`src/rtl/dif_stage_feeder_pkg.sv`:
```
// Shared definitions for the DIF FFT stage: component widths, the {real, imag}
// packing order used by the feeder and the butterfly, the feeder state type,
// and the elaboration-time twiddle helpers used to build the twiddle table.
package dif_stage_feeder_pkg;

    localparam int DATA_WIDTH_DEF   = 32;  // bits per real/imag operand component
    localparam int FACTOR_WIDTH_DEF = 16;  // bits per real/imag twiddle component
    localparam int FRAC_BITS_DEF    = 14;  // twiddle fixed point: 1.0 = 2**FRAC_BITS
    localparam int N_DEF            = 16;  // points per frame

    // Complex words are packed {real, imag}: real in the upper half, imag in
    // the lower half, both two's complement. The butterfly unpacks the same way.
    localparam bit REAL_IS_UPPER = 1'b1;

    typedef enum logic [1:0] {
        FILL  = 2'd0,
        ALIGN = 2'd1,
        ISSUE = 2'd2
    } feeder_state_e;

    localparam real PI = 3.14159265358979323846;

    // Round half away from zero.
    function automatic int round_real(input real x);
        if (x >= 0.0) return $rtoi(x + 0.5);
        else          return -$rtoi(-x + 0.5);
    endfunction

    // Real part of W_n^k = exp(-j*2*pi*k/n), scaled by 2**frac.
    function automatic int twiddle_re(input int k, input int n, input int frac);
        real scale;
        scale = $itor(1 << frac);
        return round_real(scale * $cos(2.0 * PI * $itor(k) / $itor(n)));
    endfunction

    // Imag part of W_n^k, scaled by 2**frac.
    function automatic int twiddle_im(input int k, input int n, input int frac);
        real scale;
        scale = $itor(1 << frac);
        return round_real(-scale * $sin(2.0 * PI * $itor(k) / $itor(n)));
    endfunction

endpackage

```
`src/rtl/dif_stage_feeder_if.sv`:
```
// Bus between the sample source, the DIF stage feeder and the butterfly.
//   in_valid/in_ready/in_data : sample stream into the feeder
//   out_x0/out_x1/out_w        : butterfly operand pair and twiddle
//   out_valid/out_phase/out_last : pair qualifiers
// master: the side that sources samples and consumes pairs.
// slave : the feeder itself.
interface dif_stage_feeder_if
    import dif_stage_feeder_pkg::*;
#(
    parameter int DATA_WIDTH   = DATA_WIDTH_DEF,
    parameter int FACTOR_WIDTH = FACTOR_WIDTH_DEF
);
    logic                      in_valid;
    logic                      in_ready;
    logic [2*DATA_WIDTH-1:0]   in_data;
    logic [2*DATA_WIDTH-1:0]   out_x0;
    logic [2*DATA_WIDTH-1:0]   out_x1;
    logic [2*FACTOR_WIDTH-1:0] out_w;
    logic                      out_valid;
    logic                      out_phase;
    logic                      out_last;

    modport master (
        output in_valid, in_data,
        input  in_ready, out_x0, out_x1, out_w, out_valid, out_phase, out_last
    );

    modport slave (
        input  in_valid, in_data,
        output in_ready, out_x0, out_x1, out_w, out_valid, out_phase, out_last
    );
endinterface

```
`src/rtl/dif_stage_feeder_twiddle_rom.sv`:
```
// Twiddle table W_N^k for k = 0..N/2-1, packed {real, imag}, each component
// FACTOR_WIDTH bits with FRAC_BITS fractional bits. Entries are constants
// computed at elaboration; the lookup is purely combinational.
//   k_i : pair index
//   w_o : W_N^k
module twiddle_rom
    import dif_stage_feeder_pkg::*;
#(
    parameter int N            = N_DEF,
    parameter int FACTOR_WIDTH = FACTOR_WIDTH_DEF,
    parameter int FRAC_BITS    = FRAC_BITS_DEF,
    localparam int KW          = $clog2(N / 2)
) (
    input  logic [KW-1:0]             k_i,
    output logic [2*FACTOR_WIDTH-1:0] w_o
);
    logic [2*FACTOR_WIDTH-1:0] tab [N/2];

    for (genvar g = 0; g < N / 2; g++) begin : g_tab
        localparam logic [FACTOR_WIDTH-1:0] W_RE = FACTOR_WIDTH'(twiddle_re(g, N, FRAC_BITS));
        localparam logic [FACTOR_WIDTH-1:0] W_IM = FACTOR_WIDTH'(twiddle_im(g, N, FRAC_BITS));
        assign tab[g] = {W_RE, W_IM};
    end

    // N/2 is a power of two, so every k_i value addresses a real entry.
    assign w_o = tab[k_i];
endmodule

```
`src/rtl/dif_stage_feeder.sv`:
```
// DIF stage feeder: buffers one frame of N complex samples, then presents the
// butterfly pairs (x[k], x[k+N/2], W_N^k) for k = 0..N/2-1, each held for two
// cycles aligned to the butterfly's free-running half-cycle phase.
//   clk, rst : clock, synchronous active-high reset
//   bus      : slave side of dif_stage_feeder_if (sample input, pair output)
// N must be a power of two in 4..64.
module dif_stage_feeder
    import dif_stage_feeder_pkg::*;
#(
    parameter int DATA_WIDTH   = DATA_WIDTH_DEF,
    parameter int FACTOR_WIDTH = FACTOR_WIDTH_DEF,
    parameter int FRAC_BITS    = FRAC_BITS_DEF,
    parameter int N            = N_DEF
) (
    input  logic              clk,
    input  logic              rst,
    dif_stage_feeder_if.slave bus
);
    localparam int PW   = $clog2(N);
    localparam int KW   = $clog2(N / 2);
    localparam int HALF = N / 2;

    feeder_state_e             state_q, state_d;
    logic [PW-1:0]             wr_ptr_q, wr_ptr_d;
    logic [KW-1:0]             k_q, k_d;
    logic                      phase_q;
    logic                      in_ready_q, in_ready_d;
    logic                      out_valid_q, out_valid_d;
    logic                      out_last_q, out_last_d;
    logic [2*DATA_WIDTH-1:0]   out_x0_q, out_x0_d;
    logic [2*DATA_WIDTH-1:0]   out_x1_q, out_x1_d;
    logic [2*FACTOR_WIDTH-1:0] out_w_q, out_w_d;
    logic [2*FACTOR_WIDTH-1:0] w_nxt;
    logic [2*DATA_WIDTH-1:0]   buf_q [N];
    logic                      accept;

    assign accept = bus.in_valid && in_ready_q;

    // Table is indexed by the next pair so the twiddle lands in its output
    // register together with the operands.
    twiddle_rom #(
        .N            (N),
        .FACTOR_WIDTH (FACTOR_WIDTH),
        .FRAC_BITS    (FRAC_BITS)
    ) u_rom (
        .k_i (k_d),
        .w_o (w_nxt)
    );

    always_comb begin
        state_d  = state_q;
        wr_ptr_d = wr_ptr_q;
        k_d      = k_q;
        unique case (state_q)
            FILL: begin
                if (accept) begin
                    // Wraps back to 0 on the N-th accept, ready for the next frame.
                    wr_ptr_d = wr_ptr_q + 1'b1;
                    if (wr_ptr_q == PW'(N - 1)) begin
                        // Next cycle's phase is ~phase_q; issue must start on phase 0.
                        state_d = phase_q ? ISSUE : ALIGN;
                    end
                end
            end
            ALIGN: state_d = ISSUE;
            ISSUE: begin
                // A pair advances after its phase-1 cycle.
                if (phase_q) begin
                    if (k_q == KW'(HALF - 1)) begin
                        state_d = FILL;
                        k_d     = '0;
                    end else begin
                        k_d = k_q + 1'b1;
                    end
                end
            end
            default: state_d = FILL;
        endcase

        in_ready_d  = (state_d == FILL);
        out_valid_d = (state_d == ISSUE);
        out_last_d  = out_valid_d && (k_d == KW'(HALF - 1));

        // Operands hold their last values outside ISSUE.
        out_x0_d = out_x0_q;
        out_x1_d = out_x1_q;
        out_w_d  = out_w_q;
        if (out_valid_d) begin
            // k and k+N/2 differ only in the top address bit.
            out_x0_d = buf_q[{1'b0, k_d}];
            out_x1_d = buf_q[{1'b1, k_d}];
            out_w_d  = w_nxt;
        end
    end

    always_ff @(posedge clk) begin
        if (rst) begin
            state_q     <= FILL;
            wr_ptr_q    <= '0;
            k_q         <= '0;
            phase_q     <= 1'b0;
            in_ready_q  <= 1'b1;
            out_valid_q <= 1'b0;
            out_last_q  <= 1'b0;
            out_x0_q    <= '0;
            out_x1_q    <= '0;
            out_w_q     <= '0;
        end else begin
            state_q     <= state_d;
            wr_ptr_q    <= wr_ptr_d;
            k_q         <= k_d;
            phase_q     <= ~phase_q;
            in_ready_q  <= in_ready_d;
            out_valid_q <= out_valid_d;
            out_last_q  <= out_last_d;
            out_x0_q    <= out_x0_d;
            out_x1_q    <= out_x1_d;
            out_w_q     <= out_w_d;
        end
    end

    // Frame storage is not reset; a reset restarts wr_ptr so stale words are
    // overwritten before they can be issued.
    always_ff @(posedge clk) begin
        if (accept) buf_q[wr_ptr_q] <= bus.in_data;
    end

    assign bus.in_ready  = in_ready_q;
    assign bus.out_valid = out_valid_q;
    assign bus.out_last  = out_last_q;
    assign bus.out_phase = phase_q;
    assign bus.out_x0    = out_x0_q;
    assign bus.out_x1    = out_x1_q;
    assign bus.out_w     = out_w_q;
endmodule

```
`src/flat_wrapper.sv`:
```
// flat-port wrapper written by rule: the top's interface ports become plain ports
module dif_stage_feeder_flat import dif_stage_feeder_pkg::*;
#(
    parameter int DATA_WIDTH   = DATA_WIDTH_DEF,
    parameter int FACTOR_WIDTH = FACTOR_WIDTH_DEF,
    parameter int FRAC_BITS    = FRAC_BITS_DEF,
    parameter int N            = N_DEF
)
  (clk, rst, bus_in_valid, bus_in_data, bus_in_ready, bus_out_x0, bus_out_x1, bus_out_w, bus_out_valid, bus_out_phase, bus_out_last);
  dif_stage_feeder_if #(.DATA_WIDTH(DATA_WIDTH), .FACTOR_WIDTH(FACTOR_WIDTH)) bus_i ();
  input  logic clk;
  input  logic rst;
  input wire logic [$bits(bus_i.in_valid)-1:0] bus_in_valid;
  input wire logic [$bits(bus_i.in_data)-1:0] bus_in_data;
  output wire logic [$bits(bus_i.in_ready)-1:0] bus_in_ready;
  output wire logic [$bits(bus_i.out_x0)-1:0] bus_out_x0;
  output wire logic [$bits(bus_i.out_x1)-1:0] bus_out_x1;
  output wire logic [$bits(bus_i.out_w)-1:0] bus_out_w;
  output wire logic [$bits(bus_i.out_valid)-1:0] bus_out_valid;
  output wire logic [$bits(bus_i.out_phase)-1:0] bus_out_phase;
  output wire logic [$bits(bus_i.out_last)-1:0] bus_out_last;
  assign bus_i.in_valid = bus_in_valid;
  assign bus_i.in_data = bus_in_data;
  assign bus_in_ready = bus_i.in_ready;
  assign bus_out_x0 = bus_i.out_x0;
  assign bus_out_x1 = bus_i.out_x1;
  assign bus_out_w = bus_i.out_w;
  assign bus_out_valid = bus_i.out_valid;
  assign bus_out_phase = bus_i.out_phase;
  assign bus_out_last = bus_i.out_last;
  dif_stage_feeder #(.DATA_WIDTH(DATA_WIDTH), .FACTOR_WIDTH(FACTOR_WIDTH), .FRAC_BITS(FRAC_BITS), .N(N)) u_core (.clk(clk), .rst(rst), .bus(bus_i));
endmodule
```
`config.mk`:
```
export PLATFORM = sky130hd
export DESIGN_NAME = dif_stage_feeder_flat
export DESIGN_NICKNAME = d
export VERILOG_FILES = /design/src/rtl/dif_stage_feeder_pkg.sv /design/src/rtl/dif_stage_feeder_if.sv /design/src/rtl/dif_stage_feeder_twiddle_rom.sv /design/src/rtl/dif_stage_feeder.sv /design/src/flat_wrapper.sv
export SDC_FILE = /design/constraint.sdc
export NUM_CORES = 1
export LEC_CHECK = 0
export CORE_MARGIN = 2
export CORE_UTILIZATION = 45
export CTS_CLUSTER_DIAMETER = 80
export CTS_CLUSTER_SIZE = 25
export DETAILED_ROUTE_END_ITERATION = 10
export GPL_ROUTABILITY_DRIVEN = 0
export PLACE_DENSITY = 0.6
export RECOVER_POWER = 100
export SLEW_MARGIN = 20
export SYNTH_ARGS = -nofsm -noshare
export SYNTH_HDL_FRONTEND = slang
export SYNTH_SLANG_ARGS = --single-unit
```
`constraint.sdc`:
```
create_clock -name clk -period 17.2 [get_ports clk]
set_input_delay 3.44 -clock clk [delete_from_list [all_inputs] [get_ports clk]]
set_output_delay 3.44 -clock clk [all_outputs]
set_load 0.005 [all_outputs]
```
run_1/met1.png
Scale bar: 100 um. Cells faint in the background.
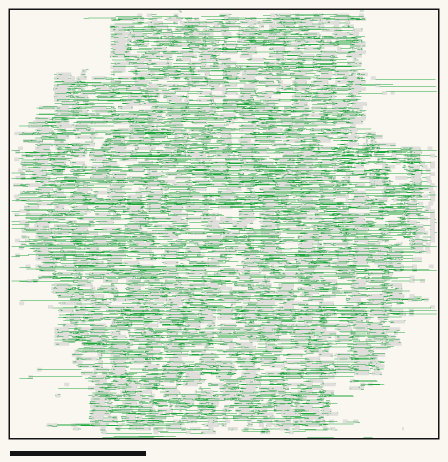
main direction = horizontal
wire length on this layer = 45.9 mm
longest straight run = 157 um

run_1/met2.png
Scale bar: 100 um. Cells faint in the background.
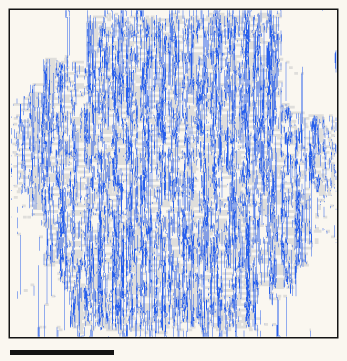
wire length on this layer = 50.0 mm
longest straight run = 99.5 um
share of all routed wire = 49%
main direction = vertical
nets with wire on the layer = 2,197

run_1/met3.png
Scale bar: 100 um. Cells faint in the background.
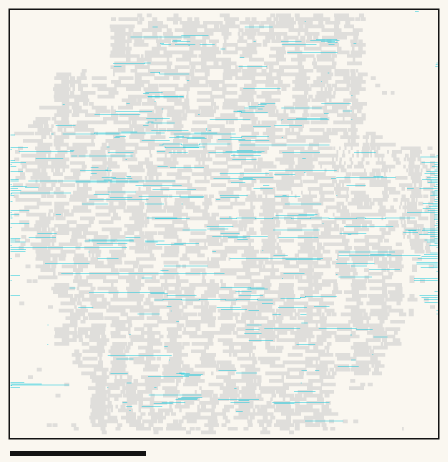
main direction = horizontal
share of all routed wire = 5.5%
nets with wire on the layer = 226
wire length on this layer = 5,700 um
longest straight run = 120 um

run_1/met4.png
Scale bar: 100 um.
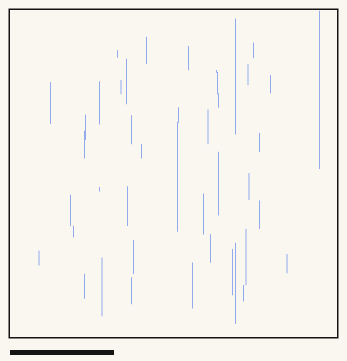
longest straight run = 152 um
share of all routed wire = 1.4%
nets with wire on the layer = 19
wire length on this layer = 1,480 um

==> run summary, run 1 <==
Figures from the implementation reports.

- The post-layout net count is 2,627.
- The proportion of final cell area spent on non-clock buffers reads 5.273%.
- For this run, the register share of the synthesized area comes to 77.76%.
- Summed over all nets, the switching power comes to 0.0009361 W.
- The final reports fail on max-capacitance violations, max-slew violations.
- The basic-gate share of the synthesized area counting and, or, nand and nor cells reads 0.8687%.
- The total of buffers placed on input and output ports reads 229.
- The final tally of max-slew violations is 1,162.
- Setup violations remaining at the end of the flow were counted as 0.
- The critical path required time is 17.79 ns.
- Per the post-synthesis report, the nets total 2,492.
- The flow ran to the end, but the final reports show violations.
- The power group with the largest share is sequential cells.
- The chip area from the yosys synthesis statistics reads 43,640 sq um.
- Walking the worst path, the cells encountered are dlygate4sd3_1 > nand3_1 > o31ai_1 > a21boi_0 > clkbuf_1 > and2b_4 > clkbuf_1 > buf_4 > a32o_1.
- Max-cap violations in this run came to 32.
- The number of well taps reads 1,276.
- The wire length on met1 is 45.87 mm.
- The highest signal layer in the routed design reads met5.
- The overall chip area is 99,480 sq um.
- The skew report gives the latency at the later pin of the worst-skew pair as 0.65 ns.
- The detail-routed via count per cell reads 5.968.
## Run 2: what changed since run 1
--- a/config.mk
+++ b/config.mk
@@ -11,7 +11,7 @@
 export CTS_CLUSTER_SIZE = 25
 export DETAILED_ROUTE_END_ITERATION = 10
 export GPL_ROUTABILITY_DRIVEN = 0
-export PLACE_DENSITY = 0.6
+export PLACE_DENSITY = 0.62
 export RECOVER_POWER = 100
 export SLEW_MARGIN = 20
 export SYNTH_ARGS = -nofsm -noshare
==> constraint.sdc (replaced) <==
create_clock -name clk -period 9.15 [get_ports clk]
set_input_delay 1.83 -clock clk [delete_from_list [all_inputs] [get_ports clk]]
set_output_delay 1.83 -clock clk [all_outputs]
set_load 0.005 [all_outputs]
run_2/final_congestion.png
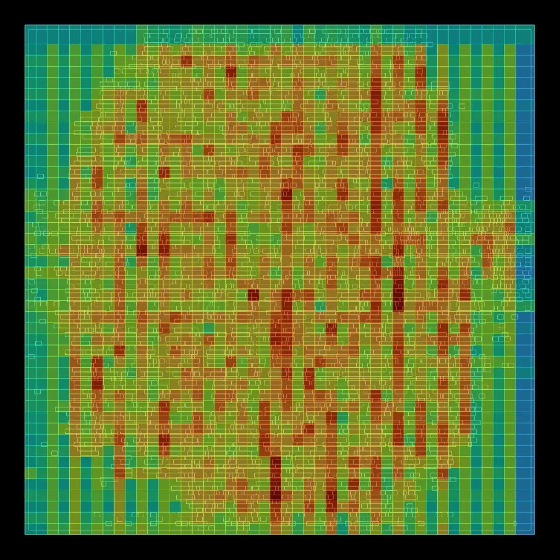
met1 Usage GRT: 28.70%
final design utilization: 50.36%
met2 usage in global routing: 34.56%
layer with the highest usage: met2
met3 capacity usage during global routing: 2.755%

run_2/met2.png
Scale bar: 100 um. Cells faint in the background.
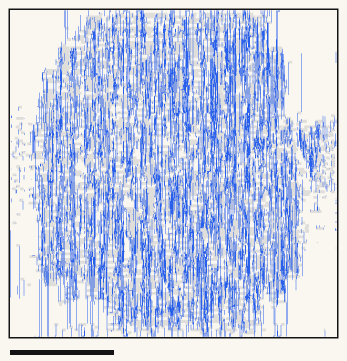
wire length on this layer = 51.1 mm
main direction = vertical
total wirelength of the detailed-routed design: 104.0 mm
total number of vias: 23,277

==> run 2 against run 1 <==
Effect of this change: the flow still finishes with violations (max-capacitance violations, max-slew violations); sequential power is 88% higher; critical path depth fell by 1; sequential cell count is the same; first-iteration DRC count up 11%; synthesized cell count unchanged; highest routed layer unchanged.
==> run summary, run 2 <==
Figures from the implementation reports.

- Outcome: complete, but fails checks (unchanged).
- Violations in the final reports: max-capacitance violations, max-slew violations (unchanged).
- The total of buffers placed on input and output ports reads 229 (unchanged).
- The post-layout net count was 2,630 (was 2,627).
- The number of well taps reads 1,276 (unchanged).
- The CTS H-tree depth reads 2 (unchanged).
- The clock latency of the later-clocked register in the worst-skew pair reads 0.65 ns (about the same).
- The detail-routed via count per cell reads 6.012 (was 5.968).
- The overall chip area reads 99,480 sq um (unchanged).
- The sequential fraction of total cell area reads 69.88% (was 69.93%).
- The power consumed by combinational cells was 0.000177 W (was 0.0000952 W).
- The placed instance area is 47,050 sq um (unchanged).
- The basic-gate share of the synthesized area counting and, or, nand and nor cells was 0.8687% (unchanged).
- The critical-path maximum fanout was 54 (was 68).
- The sequential-to-total area share from yosys stat reads 77.76% (unchanged).
- The final tally of max-slew violations came to 916 (was 1,162).
- The startpoint class of the critical path reads a primary input (unchanged).
- The proportion of final cell area spent on non-clock buffers is 5.308% (was 5.273%).
- Unrepaired setup endpoints after global routing: no (unchanged).
- The highest signal layer in the routed design is met5 (unchanged).
- The power group with the largest share reads sequential cells (unchanged).
- CP Cell Sequence: dlygate4sd3_1 > nand3_1 > o31ai_1 > a21boi_4 > nor2_4 > buf_4 > clkbuf_1 > a32o_1 (was dlygate4sd3_1 > nand3_1 > o31ai_1 > a21boi_0 > clkbuf_1 > and2b_4 > clkbuf_1 > buf_4 > a32o_1).
- The global route total overflow reads 0 (unchanged).
- The setup slack at placement reads 3.361 ns (was 9.652 ns).
- The core utilization at floorplan is 45.26% (unchanged).
- The final instance area was 48,560 sq um (was 48,530 sq um).
- The timing startpoint of the critical path reads bus_in_valid (unchanged).
- The number of cells on the worst reg-to-reg path is 8 (was 9).
- The number of flops mapped to enable cells by yosys is 1,024 (unchanged).
- The number of max-cap violations is 28 (was 32).
- The depth of the worst hold-timing path came to 1 (was 2).
- The switching power summed over all nets reads 0.001757 W (was 0.0009361 W).
- The maximum number of pins on one net before global-route repair reads 193 (was 166).
- The post-synthesis area per instance reads 18.08 sq um (unchanged).
- The critical path required time reads 9.72 ns (was 17.79 ns).
- The wire length on met1 is 44.72 mm (was 45.87 mm).
- The final tally of setup violations came to 0 (unchanged).
- The number of antenna violations at the first check in global routing is 17 (was 10).
- The sequential cell power is 0.00593 W (was 0.00315 W).
- The register ranked first by flip-flop count is u_core.buf_q (unchanged).
## Run 3: what changed since run 2
--- a/config.mk
+++ b/config.mk
@@ -11,7 +11,7 @@
 export CTS_CLUSTER_SIZE = 25
 export DETAILED_ROUTE_END_ITERATION = 10
 export GPL_ROUTABILITY_DRIVEN = 0
-export PLACE_DENSITY = 0.62
+export PLACE_DENSITY = 0.6
 export RECOVER_POWER = 100
 export SLEW_MARGIN = 20
 export SYNTH_ARGS = -nofsm -noshare
==> constraint.sdc (replaced) <==
create_clock -name clk -period 6.8 [get_ports clk]
set_input_delay 1.36 -clock clk [delete_from_list [all_inputs] [get_ports clk]]
set_output_delay 1.36 -clock clk [all_outputs]
set_load 0.005 [all_outputs]
==> run 3 against run 2 <==
Effect of this change: critical endpoint is now u_core.buf_q[14][23]; the flow still finishes with violations (max-capacitance violations, max-slew violations); sequential power up 34%; utilization is 0.075 points higher; clock power increased by 37%.
==> run summary, run 3 <==
Figures from the implementation reports.

- Violations in the final reports: max-capacitance violations, max-slew violations (unchanged).
- The met1 track demand over resource is 29.77% (was 28.70%).
- The wire length on met1 came to 46.50 mm (was 44.72 mm).
- The number of well taps was 1,276 (unchanged).
- The sequential fraction of total cell area is 69.78% (was 69.88%).
- The placed instance area is 47,180 sq um (was 47,050 sq um).
- The final instance area was 48,630 sq um (was 48,560 sq um).
- The detail-routed via count per cell is 6.009 (was 6.012).
- The most heavily used metal layer in global routing reads met2 (unchanged).
- CP Cell Sequence: dlygate4sd3_1 > nand3_1 > nor2_1 > clkbuf_1 > clkbuf_1 (was dlygate4sd3_1 > nand3_1 > o31ai_1 > a21boi_4 > nor2_4 > buf_4 > clkbuf_1 > a32o_1).
- The highest signal layer in the routed design is met5 (unchanged).
- The overall chip area reads 99,480 sq um (unchanged).
- The global routing met2 resource utilization is 34.08% (was 34.56%).
- The post-synthesis area per instance is 18.08 sq um (unchanged).
- The number of max-cap violations reads 32 (was 28).
- The total wire length came to 105.1 mm (was 104.0 mm).
- The clock latency of the later-clocked register in the worst-skew pair reads 0.66 ns (was 0.65 ns).
- The power consumed by combinational cells is 0.000244 W (was 0.000177 W).
- The critical-path maximum fanout is 18 (was 54).
- The depth of the worst hold-timing path is 1 (unchanged).
- The power group with the largest share is sequential cells (unchanged).
- The global route total overflow reads 0 (unchanged).
- The basic-gate share of the synthesized area counting and, or, nand and nor cells came to 0.8687% (unchanged).
- The proportion of final cell area spent on non-clock buffers was 5.452% (was 5.308%).
- The setup slack at placement is 2.002 ns (was 3.361 ns).
- Unrepaired setup endpoints after global routing: no (unchanged).
- The register ranked first by flip-flop count was u_core.buf_q (unchanged).
- The core utilization at floorplan reads 45.26% (unchanged).
- The startpoint class of the critical path was a primary input (unchanged).
- The chip area from the yosys synthesis statistics is 43,640 sq um (unchanged).
- The maximum number of pins on one net before global-route repair is 132 (was 193).
- The sequential-to-total area share from yosys stat is 77.76% (unchanged).
- The net count after synthesis is 2,492 (unchanged).
- The final tally of max-slew violations reads 930 (was 916).
- The critical path required time is 7.09 ns (was 9.72 ns).
- The timing startpoint of the critical path is bus_in_valid (unchanged).
- The sequential cell power reads 0.00797 W (was 0.00593 W).
- The post-layout net count is 2,634 (was 2,630).
- Outcome: complete, but fails checks (unchanged).
run_3/met2.png
Scale bar: 100 um. Cells faint in the background.
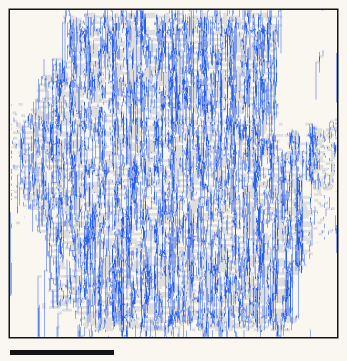
nets with wire on the layer = 2,215
wire length on this layer = 50.3 mm
share of all routed wire = 48%

run_3/final_congestion.png
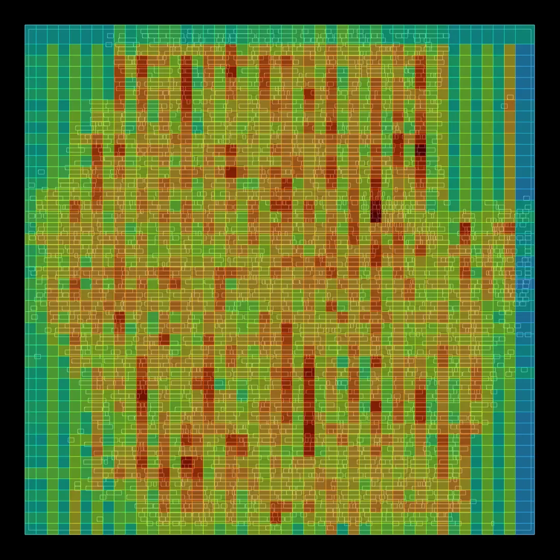
final design utilization: 50.43%
wire length per cell: 27.11 um
met3 capacity usage during global routing: 3.148%

Power figures rest on the tool's default switching activity, not on a simulated workload.
